run_1/port_nets.png
Scale: 2 px per um.
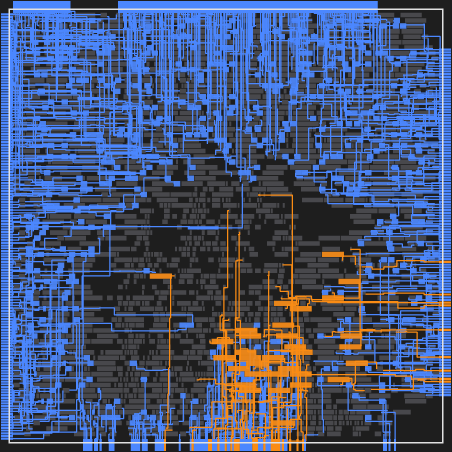
run_1/gate_families.png
Scale: 1.5 px per um.
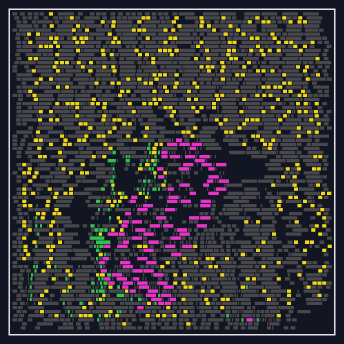
run_1/metal_stack.png
Scale: 1.5 px per um.
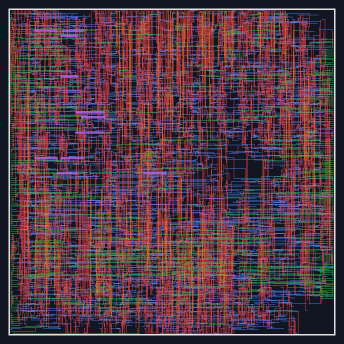
**config.mk**
```make
export PLATFORM = sky130hd
export DESIGN_NAME = msg_schedule_gen
export DESIGN_NICKNAME = d
export VERILOG_FILES = /design/src/rtl/msg_schedule_gen.sv
export SDC_FILE = /design/constraint.sdc
export NUM_CORES = 1
export LEC_CHECK = 0
export CAP_MARGIN = 40
export CORE_UTILIZATION = 55
export CTS_CLUSTER_SIZE = 10
export DETAILED_ROUTE_END_ITERATION = 7
export GPL_TIMING_DRIVEN = 0
export PLACE_DENSITY = 0.91
export SLEW_MARGIN = 20
export SYNTH_ARGS = -nofsm -noshare
export SYNTH_HDL_FRONTEND = slang
export SYNTH_SLANG_ARGS = --single-unit
```
**constraint.sdc**
```tcl
create_clock -name clk -period 11 [get_ports clk]
set_input_delay 1.1 -clock clk [delete_from_list [all_inputs] [get_ports clk]]
set_output_delay 1.1 -clock clk [all_outputs]
set_load 0.02 [all_outputs]
```
**src/rtl/msg_schedule_gen.sv**
```systemverilog
// msg_schedule_gen: SHA-256 message schedule.
// Emits one W[t] per w_next strobe from a 16-word sliding window.
module msg_schedule_gen #(
  parameter int ROUNDS = 64
) (
  input  logic         clk,
  input  logic         Reset,
  input  logic         w_init,
  input  logic         w_next,
  input  logic [511:0] block,
  output logic [31:0]  w_i,
  output logic [6:0]   round,
  output logic         busy,
  output logic         done
);
  logic [31:0] r_mem [16];
  logic [31:0] w_s0, w_s1, w_new;
  assign w_s0  = {r_mem[1][6:0], r_mem[1][31:7]} ^ {r_mem[1][17:0], r_mem[1][31:18]} ^ (r_mem[1] >> 3);
  assign w_s1  = {r_mem[14][16:0], r_mem[14][31:17]} ^ {r_mem[14][18:0], r_mem[14][31:19]} ^ (r_mem[14] >> 10);
  assign w_new = w_s1 + r_mem[9] + w_s0 + r_mem[0];
  assign w_i   = r_mem[0];
  // Words for rounds past 48 are still generated; the window simply runs on.
  always_ff @(posedge clk) begin
    if (Reset) begin
      for (int j = 0; j < 16; j++) r_mem[j] <= '0;
      round <= '0;
      busy  <= 1'b0;
      done  <= 1'b0;
    end else if (w_init) begin
      for (int j = 0; j < 16; j++) r_mem[j] <= block[511-32*j -: 32];
      round <= '0;
      busy  <= 1'b1;
      done  <= 1'b0;
    end else if (w_next && busy) begin
      for (int j = 0; j < 15; j++) r_mem[j] <= r_mem[j+1];
      r_mem[15] <= w_new;
      round     <= round + 7'd1;
      if (round == 7'(ROUNDS - 1)) begin
        busy <= 1'b0;
        done <= 1'b1;
      end
    end
  end
endmodule

```
==> results.tsv, run 1 <==
stage	metric	value	unit
power_and_ir_drop	Final Total Pwr	6.48	mW
final_timing	Final Hold Violation Tally	0	
grt	vias in the first global route	19200	
floorplan	Die Ht	216	um
synthesis	sequential cell area fraction in the yosys report	61.7	%
final_timing	setup repair after global routing missed its margin	false	
synthesis	fraction of synthesis flops using an asynchronous set or reset pin	0	%
final_timing	worst hold slack across all endpoints	0.505	ns
place	detailed placement HPWL	72100	um
synthesis	post-synth design cell area	25200	um2
final_timing	total negative setup slack	0	ns
synthesis	cell count after synthesis	1752	
place	cell area reported after detailed placement	31700	um2
run	total of max-cap violations	0	
clock_tree	number of buffers added by the clock tree synthesis step	58	
power_and_ir_drop	Peak VDD IR	0.155	mV
critical_path	maximum fanout along the worst path	4	
critical_path	ordered cell list for the critical path	xnor2_1 -> xnor2_1 -> fa_1 -> inv_1 -> fa_1 -> inv_1 -> ha_1 -> a21oi_1 -> nand4b_1 -> a21oi_2 -> o311ai_0 -> o21ai_0 -> a21oi_1 -> xor2_1 -> o21ai_0	
final_layout	finished layout cell area	33400	um2
worst_hold_path	Hold WC Path Type	reg2reg	
clock_tree	number of hold buffers added after cts	0	
critical_path	CP max stage cell	sky130_fd_sc_hd__edfxtp_1	
synthesis	number of cells in Yosys stat	1752	
final_timing	timing-limited maximum frequency	199	MHz
floorplan	die area	46700	um2
clock_tree	CTS Sinks	521	
grt	wire length of the first global-routing pass	127000	um
drt	1st-iter DRT viols	2230	
floorplan	core region area	45300	um2
critical_path	Critical Path RT	11.34	ns
status	run status	complete, no violations	
final_timing	max-slew headroom at the worst pin	40.8	%
place	routability-driven placement congestion ratio	1.03	
critical_path	maximum cell stage delay along the critical path	0.63	ns
final_timing	Post-Route Skew	0.0146	ns
synthesis	count of yosys warnings during synthesis	0	
synthesis	number of synthesized flops with an enable pin	512	
floorplan	floorplan row count	78	
final_timing	final worst-path cycle share	45.8	%
drt	average vias per placed instance	6.34	
grt	largest net degree at the start of global routing	65	
Back to the opening pictures, port_nets.png:
| colour | port | bits | direction | end cells | buffers | wire |
|---|---|---|---|---|---|---|
| orange | w_i | 32 | output | 32 | 32 | 2740 um |
| blue | block | 512 | input | 512 | 512 | 24.2 mm |
PortBufs: 556
I/O pin count: 557

Back to the opening pictures, gate_families.png:
| colour | family | cells |
|---|---|---|
| yellow | AND-OR and OR-AND gates | 513 |
| magenta | adder and majority cells | 94 |
| green | inverting AOI/OAI gates | 98 |
multi-input logic portion of the cell area: 25.8%
number of non-filler instances in the completed layout: 3007
most frequent standard cell in the layout excluding fill and tap cells: sky130_fd_sc_hd__clkdlybuf4s50_1

Back to the opening pictures, metal_stack.png:
| colour | layer | wire length |
|---|---|---|
| red | met2 | 44.9 mm |
| orange | met4 | 4680 um |
| green | met3 | 9810 um |
| blue | met1 | 32.2 mm |
| purple | met5 | 151 um |
drt total wl: 91700 um
GRT Overall Usage: 38.7%
routed len/inst: 30.5 um
vias post-DR: 19100

==> run 1: stage by stage <==
step           worst slack, ns  cells
2_1_floorplan             4.31   1752
3_3_place_gp              1.94   2908
3_5_place_dp              6.12   2916
4_1_cts                   6.09   2992
5_1_grt                   5.86   3002
6_report                  5.97   3007
==> run 1: kinds of logic after synthesis <==
family / Yosys count / share of synthesized area (%)
simple gates: 112 / 2.03
mux: 1 / 0.0397
compound gates: 611 / 20.3
fa+ha+maj: 94 / 6.52
xor+xnor: 150 / 5.21
flops: 521 / 61.7
buf+inv: 263 / 4.18
==> run 1: power by group <==
group          internal, mW  switching (mW)
Clock                 0.973           0.761
Sequential             2.38           0.137
Combinational         0.896            1.34
Total                  4.25            2.23
==> run 1: cells in the final DEF (no fill, tap or decap), drive strengths merged, types with 21 or more instances in the layout <==
cell	instances
a21oi	27
a21o	21
inv	147
ha	32
xor2	31
nand2	50
buf	55
fa	62
nor2	24
a22o	481
clkdlybuf4s50	556
xnor2	119
o21ai	44
clkbuf	142
edfxtp	512
==> run 1: worst paths after layout <==
check	start	end	slack, ns	cells after the start
setup / recovery	r_mem[14][12]	r_mem[15][24]	5.97	15
hold / removal	done	done	0.51	2
setup reg to reg	r_mem[14][12]	r_mem[15][24]	5.97	15
hold reg to reg	done	done	0.51	2
==> run 1: synthesized netlist by cell type (31+ instances only) <==
library cell,count,share of area [%]
sky130_fd_sc_hd__clkbuf_1,68,1.0
sky130_fd_sc_hd__edfxtp_1,512,61
sky130_fd_sc_hd__xnor2_1,119,4.1
sky130_fd_sc_hd__inv_1,147,2.2
sky130_fd_sc_hd__buf_2,45,0.89
sky130_fd_sc_hd__xor2_1,31,1.1
sky130_fd_sc_hd__a22o_1,481,17
sky130_fd_sc_hd__fa_1,62,4.9
sky130_fd_sc_hd__o21ai_0,36,0.72
sky130_fd_sc_hd__ha_1,32,1.6
sky130_fd_sc_hd__nand2_1,50,0.74
==> run 1: cell type report <==
cell class	count	area [um2]
plain buffers	116	502
clock buffers	74	1550
flip-flops and latches	521	15600
multi-input cells	968	8610
repair buffers	564	5750
well taps	600	751
clock inverters	2	46.3
inverters	147	552
diodes	15	37.5
fillers	2887	11900
==> run 1: critical path: cells and delay by family (launching register included) <==
| family | cells | cell delay (ns) |
|---|---|---|
| AOI/OAI and AO/OA | 6 | 1.67 |
| adders and majority gates | 3 | 1.31 |
| xor gates and xnor gates | 3 | 0.80 |
| DFF | 1 | 0.63 |
| and+or+nand+nor | 1 | 0.23 |
| buffers and inverters | 2 | 0.11 |
==> run 1: metal layers <==
layer / wire, um / global-route usage (%) / vias to the layer above
met5: 150 / 0 / -
met4: 4680 / 17.1 / 22
met3: 9810 / 11.0 / 263
met2: 44900 / 65.9 / 1388
met1: 32200 / 45.8 / 9351
li1: - / - / 8033
==> run 1: state kept, by name, indices dropped and copies added (netlist names) <==
| signal | flops |
|---|---|
| busy | 1 |
| done | 1 |
| round | 7 |
| r_mem | 512 |
==> run 2: changes to the inputs <==
--- a/config.mk
+++ b/config.mk
@@ -6,11 +6,11 @@
 export NUM_CORES = 1
 export LEC_CHECK = 0
 export CAP_MARGIN = 40
-export CORE_UTILIZATION = 55
+export CORE_UTILIZATION = 51
 export CTS_CLUSTER_SIZE = 10
 export DETAILED_ROUTE_END_ITERATION = 7
 export GPL_TIMING_DRIVEN = 0
-export PLACE_DENSITY = 0.91
+export PLACE_DENSITY = 0.86
 export SLEW_MARGIN = 20
 export SYNTH_ARGS = -nofsm -noshare
 export SYNTH_HDL_FRONTEND = slang
==> constraint.sdc (replaced) <==
create_clock -name clk -period 5.08 [get_ports clk]
set_input_delay 0.508 -clock clk [delete_from_list [all_inputs] [get_ports clk]]
set_output_delay 0.508 -clock clk [all_outputs]
set_load 0.02 [all_outputs]
==> run 2 against run 1 <==
Net effect:
- clock power up 120%
- maximum frequency up 2.3%
- sequential cell count is the same
- clock-buffer cell count shrank 2
- global-route usage decreased by 3.1 points
- final cell count is 1.9% higher
- power is 110% higher
- non-clock buffer count up 1
- via count is 2.5% lower
- largest cell class unchanged
- largest power group unchanged
==> results.tsv, run 2 <==
stage	metric	value	unit
synthesis	share of the synthesized area in the top cell type	61.0	%
final_layout	commonest cells after routing, fill and taps aside	sky130_fd_sc_hd__clkdlybuf4s50_1, sky130_fd_sc_hd__edfxtp_1, sky130_fd_sc_hd__a22o_1	
floorplan	Die Ht	224	um
critical_path	maximum fanout along the worst path	4	
power_and_ir_drop	Internal Dissipation	9.16	mW
synthesis	number of cells in Yosys stat	1752	
power_and_ir_drop	switching share of power	34.2	%
synthesis	top cells by area in the synthesized netlist	sky130_fd_sc_hd__edfxtp_1, sky130_fd_sc_hd__a22o_1, sky130_fd_sc_hd__fa_1	
final_layout	Largest Register	r_mem	
final_timing	final worst-path cycle share	96.8	%
run	total of max-cap violations	0	
place	routability-driven placement congestion ratio	1.03	
drt	vias post-DR	18600	
grt	GRT Overall Usage	35.6	%
clock_tree	CTS Sinks	521	
status	run status	complete, no violations	
final_layout	Sequential cell area	15600	um2
grt	vias in the first global route	18500	
drt	1st-iter DRT viols	1961	
final_timing	timing-limited maximum frequency	203	MHz
floorplan	I/O pin count	557	
synthesis	ranking of synthesized cells by instance count	sky130_fd_sc_hd__edfxtp_1, sky130_fd_sc_hd__a22o_1, sky130_fd_sc_hd__inv_1	
final_timing	final worst slack	0.161	ns
grt	wire length of the first global-routing pass	126000	um
## run 2: cell type report
cell class                 count  area share [%]
antenna                        7          0.0525
buffer                       116            1.50
clock buffer                  72            4.53
clock inverter                 5           0.221
inverter                     147            1.65
multi-input combinational    968            25.8
sequential                   521            46.6
tap                          664            2.49
timing repair buffer         565            17.1
## run 2: power groups by stage
stage                     registers [mW]  logic [mW]  clock network (mW)
after detailed placement            5.51        4.63                   0
after CTS                           5.43        4.68                3.73
after global routing                5.45        5.12                3.90
after floorplan                     5.41        2.88                   0
final                               5.44        4.77                3.73
after global placement              5.53        4.55                   0
## run 2: kinds of logic (layout without fill, tap and decap cells)
| kind of cell | Yosys count | in the layout | synth area share (%) |
|---|---|---|---|
| AOI/OAI and AO/OA | 611 | 611 | 20.3 |
| and+or+nand+nor | 112 | 112 | 2.03 |
| adders and majority gates | 94 | 94 | 6.52 |
| xor gates and xnor gates | 150 | 150 | 5.21 |
| buffers and inverters | 263 | 905 | 4.18 |
| DFF | 521 | 521 | 61.7 |
| muxes | 1 | 1 | 0.0397 |
| other | 0 | 7 | 0 |
## run 2: timing repair
item	in CTS	in global routing
buffers inserted	0	2
resized	0	1
setup endpoints to repair	0	3
## run 2: metrics by stage
step	cells	power, mW	cell area (um2)	util [%]	hold WS, ns
after floorplan	1752	8.29	25200	-	0.518
after global placement	2972	10.1	31600	64.7	0.451
after detailed placement	2977	10.1	31800	65.0	0.464
after CTS	3054	13.8	33300	68.2	0.477
after global routing	3064	14.5	33400	68.3	0.495
final	3065	13.9	33400	68.3	0.473
## run 2: worst max-delay path, cell delays in order, from the launching register on
cell and delay [ns]:
sky130_fd_sc_hd__edfxtp_1 0.56, sky130_fd_sc_hd__xnor2_1 0.22, sky130_fd_sc_hd__xnor2_1 0.27, sky130_fd_sc_hd__fa_1 0.47, sky130_fd_sc_hd__inv_1 0.08, sky130_fd_sc_hd__fa_1 0.41
sky130_fd_sc_hd__inv_1 0.07, sky130_fd_sc_hd__ha_1 0.16, sky130_fd_sc_hd__inv_1 0.06, sky130_fd_sc_hd__fa_1 0.49, sky130_fd_sc_hd__nor2b_4 0.15, sky130_fd_sc_hd__o2111ai_2 0.17
sky130_fd_sc_hd__a211oi_2 0.37, sky130_fd_sc_hd__o21ai_1 0.18, sky130_fd_sc_hd__a21oi_2 0.28, sky130_fd_sc_hd__o21ai_0 0.18, sky130_fd_sc_hd__a21o_1 0.22, sky130_fd_sc_hd__a32o_1 0.28
## run 2: final timing paths
path	startpoint	end	slack, ns
max reg2reg	r_mem[1][4]	r_mem[15][27]	0.16
min	done	done	0.47
max	r_mem[1][4]	r_mem[15][27]	0.16
min reg2reg	done	done	0.47
## run 2: metal layers
layer / global-route usage, % / vias up / share of wire, %
met2: 60.2 / 1154 / 49
met1: 43.1 / 9144 / 36
met3: 10.0 / 221 / 9.9
li1: - / 8030 / -
met5: 0 / - / 0.23
met4: 14.4 / 32 / 4.6
run_2/metal_stack.png
Scale: 1.5 px per um.
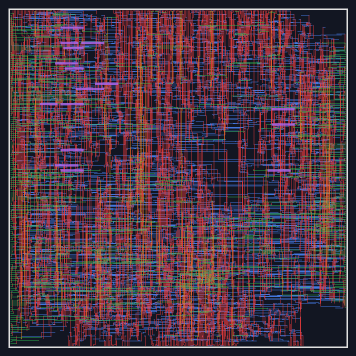
| colour | layer | wire length |
|---|---|---|
| orange | met4 | 4150 um |
| blue | met1 | 33.2 mm |
| purple | met5 | 213 um |
| green | met3 | 8980 um |
| red | met2 | 44.5 mm |
routed len/inst: 29.7 um
drt total wl: 91000 um

run_2/gate_families.png
Scale: 1.5 px per um.
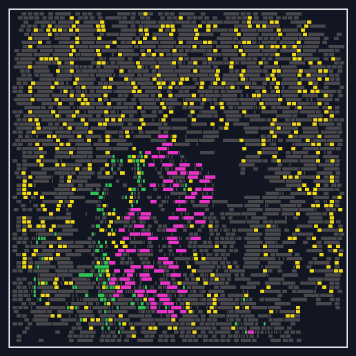
| colour | family | cells |
|---|---|---|
| green | inverting AOI/OAI gates | 98 |
| yellow | AND-OR and OR-AND gates | 513 |
| magenta | adder and majority cells | 94 |
number of non-filler instances in the completed layout: 3065
multi-input logic portion of the cell area: 25.8%

Power figures rest on the tool's default switching activity, not on a simulated workload.
